Gate families picked out:
(4 px per um)
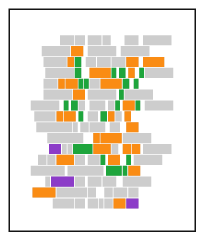
Metal layers overlaid:
(4 px per um)
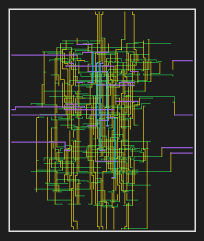
==> src/rtl/alu_result_stage.sv <==
// Two-entry in-order result buffer behind the ALU: stores result + {N,Z,C,V} flags computed at push.
// Optional sticky flag accumulator enabled by defining ALU_STICKY_FLAGS_EN.
module alu_result_stage #(
    parameter int unsigned WIDTH = 4
) (
    input  logic             clk,
    input  logic             rst_n,
    input  logic             in_valid,
    output logic             in_ready,
    input  logic [WIDTH-1:0] in_result,
    input  logic             in_cout,
    input  logic             in_a_msb,
    input  logic             in_b_msb,
    input  logic             in_sub,
    output logic             out_valid,
    input  logic             out_ready,
    output logic [WIDTH-1:0] out_result,
    output logic [3:0]       out_flags
`ifdef ALU_STICKY_FLAGS_EN
    ,
    input  logic             clr_sticky,
    output logic [3:0]       sticky_flags
`endif
);

    logic [1:0]       count_q, count_d;
    logic [WIDTH-1:0] res0_q, res0_d, res1_q, res1_d;
    logic [3:0]       flg0_q, flg0_d, flg1_q, flg1_d;
    logic [3:0]       new_flags;
    logic             push, pop;

    always_comb begin
        new_flags[3] = in_result[WIDTH-1];
        new_flags[2] = (in_result == '0);
        new_flags[1] = in_cout;
        new_flags[0] = (in_a_msb == (in_b_msb ^ in_sub)) && (in_result[WIDTH-1] != in_a_msb);
    end

    assign in_ready   = rst_n && (count_q != 2'd2);
    assign out_valid  = (count_q != 2'd0);
    assign out_result = res0_q;
    assign out_flags  = flg0_q;

    assign push = in_valid && in_ready;
    assign pop  = out_valid && out_ready;

    // Slot 0 is always the head; a pop shifts slot 1 forward and a push lands
    // in the first slot that is free after that shift.
    always_comb begin
        res0_d  = res0_q;
        flg0_d  = flg0_q;
        res1_d  = res1_q;
        flg1_d  = flg1_q;
        count_d = count_q;

        if (pop) begin
            res0_d = res1_q;
            flg0_d = flg1_q;
        end

        if (push) begin
            if ((count_q == 2'd0) || ((count_q == 2'd1) && pop)) begin
                res0_d = in_result;
                flg0_d = new_flags;
            end else begin
                res1_d = in_result;
                flg1_d = new_flags;
            end
        end

        case ({push, pop})
            2'b10:   count_d = count_q + 2'd1;
            2'b01:   count_d = count_q - 2'd1;
            default: count_d = count_q;
        endcase
    end

    always_ff @(posedge clk) begin
        if (!rst_n) begin
            count_q <= '0;
            res0_q  <= '0;
            flg0_q  <= '0;
            res1_q  <= '0;
            flg1_q  <= '0;
        end else begin
            count_q <= count_d;
            res0_q  <= res0_d;
            flg0_q  <= flg0_d;
            res1_q  <= res1_d;
            flg1_q  <= flg1_d;
        end
    end

`ifdef ALU_STICKY_FLAGS_EN
    logic [3:0] sticky_q, sticky_d;

    always_comb begin
        sticky_d = sticky_q;
        if (clr_sticky) begin
            sticky_d = '0;
        end else if (push) begin
            sticky_d = sticky_q | new_flags;
        end
    end

    always_ff @(posedge clk) begin
        if (!rst_n) begin
            sticky_q <= '0;
        end else begin
            sticky_q <= sticky_d;
        end
    end

    assign sticky_flags = sticky_q;
`endif

endmodule
==> config.mk <==
export PLATFORM = sky130hd
export DESIGN_NAME = alu_result_stage
export DESIGN_NICKNAME = d
export VERILOG_FILES = /design/src/rtl/alu_result_stage.sv
export SDC_FILE = /design/constraint.sdc
export NUM_CORES = 1
export LEC_CHECK = 0
export ABC_AREA = 0
export CAP_MARGIN = 10
export CORE_ASPECT_RATIO = 1.25
export CORE_MARGIN = 5
export CORE_UTILIZATION = 54
export DETAILED_ROUTE_END_ITERATION = 12
export DONT_BUFFER_PORTS = 1
export PLACE_DENSITY = 0.84
export SETUP_SLACK_MARGIN = 0.5
export SYNTH_ARGS = -nofsm -noshare
export SYNTH_HDL_FRONTEND = slang
export SYNTH_SLANG_ARGS = --single-unit
==> constraint.sdc <==
create_clock -name clk -period 1.5 [get_ports clk]
set_input_delay 0.15 -clock clk [delete_from_list [all_inputs] [get_ports clk]]
set_output_delay 0.15 -clock clk [all_outputs]
set_load 0.01 [all_outputs]
==> deck_impl_summary.md <==
Implementation Results

Yosys
  – Synthesized area per cell: just over 9 um^2
  – Flops after synth: 17
  – Yosys aoi share: 0.2259
  – Yosys chip area: around 900 um^2
  – Xor+xnor area frac: 0.02983
  – Largest cells by area: dfxtp_1 39%, ha_1 5.7%, nand2_1 5.5%, a311oi_2 5.1%, a21oi_1 4.0%
  – Synth logic family: AND-OR/OR-AND gates

Final layout
  – Area grow syn2layout: 29.69%
  – Diode count: 0
  – Final net count: 128

STA
  – Final hold slack: -0.01964 ns
  – Hold Fails Final Rpt: 2
  – Final Max-Slew Violation Tally: 0
  – Worst slew pin tran: approximately 0.58 ns

Worst setup path
  – CP required: roughly 1.7 ns
  – Slowest CP cell: dfxtp_2
  – Reg-to-Reg Start: count_q[0]$_SDFFE_PN0P_
  – CP Max Fanout: 3
  – R2r endpoint: count_q[0]$_SDFFE_PN0P_
  – CP peak stage delay: 0.35 ns

Power
  – Top pwr grp: combinational logic
  – Clock Power Share: 0.128
  – Clk pwr: approximately 250 uW
  – Leak: about 0.41 nW

Job
  – MaxCap Viol Count: 0

Status
  – Failing checks: negative hold slack
  – Status: finished with violations

Clock tree
  – H-tree Lvls: 1
  – CTS Sinks: 17
  – CTS buffer count: 3

Route
  – Final antenna-violating net count: 0
  – Final wirelength: approximately 2.3 mm
  – Vias/cell: 6.279

Placed design
  – Place WS: -0.02592 ns
## Picture notes: 'gate families picked out'
| color | family | cells |
|---|---|---|
| orange | inverting AOI/OAI gates | 26 |
| purple | XOR/XNOR gates | 3 |
| green | NAND gates | 21 |

## Picture notes: 'metal layers overlaid'
| color | layer | wire length |
|---|---|---|
| yellow | met2 | 1220 um |
| purple | met3 | 173 um |
| green | met1 | 865 um |
| cyan | met4 | 73.4 um |

repair_timing:
| action | CTS | global route |
|---|---|---|
| pin swaps | 0 | 3 |
| hold buffers | 4 | 1 |
| endpoints found under the setup margin | 19 | 19 |
| resized | 4 | 19 |
| buffers inserted | 1 | 2 |
| gates cloned | 0 | 1 |
| hold endpoints to repair | 4 | 3 |
cell usage after synthesis:
cell type,count
inv_1,4
a311oi_2,3
dfxtp_1,17
a311oi_1,4
and3b_1,1
nand2b_1,1
a21o_2,1
xor2_1,3
o31ai_1,1
a221oi_1,1
nand2_1,13
clkbuf_1,1
a21oi_1,7
nand2_4,1
a211oi_1,1
inv_2,1
a31oi_1,2
o21ai_1,6
nand3_1,6
nor2_1,3
buf_4,1
and3b_2,1
nor3_2,3
nor2b_1,2
a21oi_2,1
inv_4,1
ha_1,4
nor3_1,2
mux2i_1,1
buf_6,3
nor4_1,1
cell type report:
| type | count | area, um^2 |
|---|---|---|
| repair buffers | 15 | 130.1 |
| clock inverters | 1 | 5.005 |
| well taps | 18 | 22.52 |
| clock buffers | 3 | 22.52 |
| flip-flops and latches | 17 | 345.3 |
| fillers | 108 | 419.2 |
| inverters | 6 | 32.53 |
| multi-input cells | 69 | 584.3 |
stage by stage:
stage	hold slack [ns]	power (mW)
2_1_floorplan	0.2977	1.261
3_3_place_gp	0.2999	1.386
3_5_place_dp	0.3097	1.413
4_1_cts	0.001022	1.733
5_1_grt	-0.03097	2.103
6_report	-0.01964	1.986
flip-flops by register name (all words and copies together) (netlist names):
name,cells
count_q,2
flg1_q,3
out_flags,4
out_result,4
res1_q,4
No activity file was given, so power comes from the tool's default toggle rates.
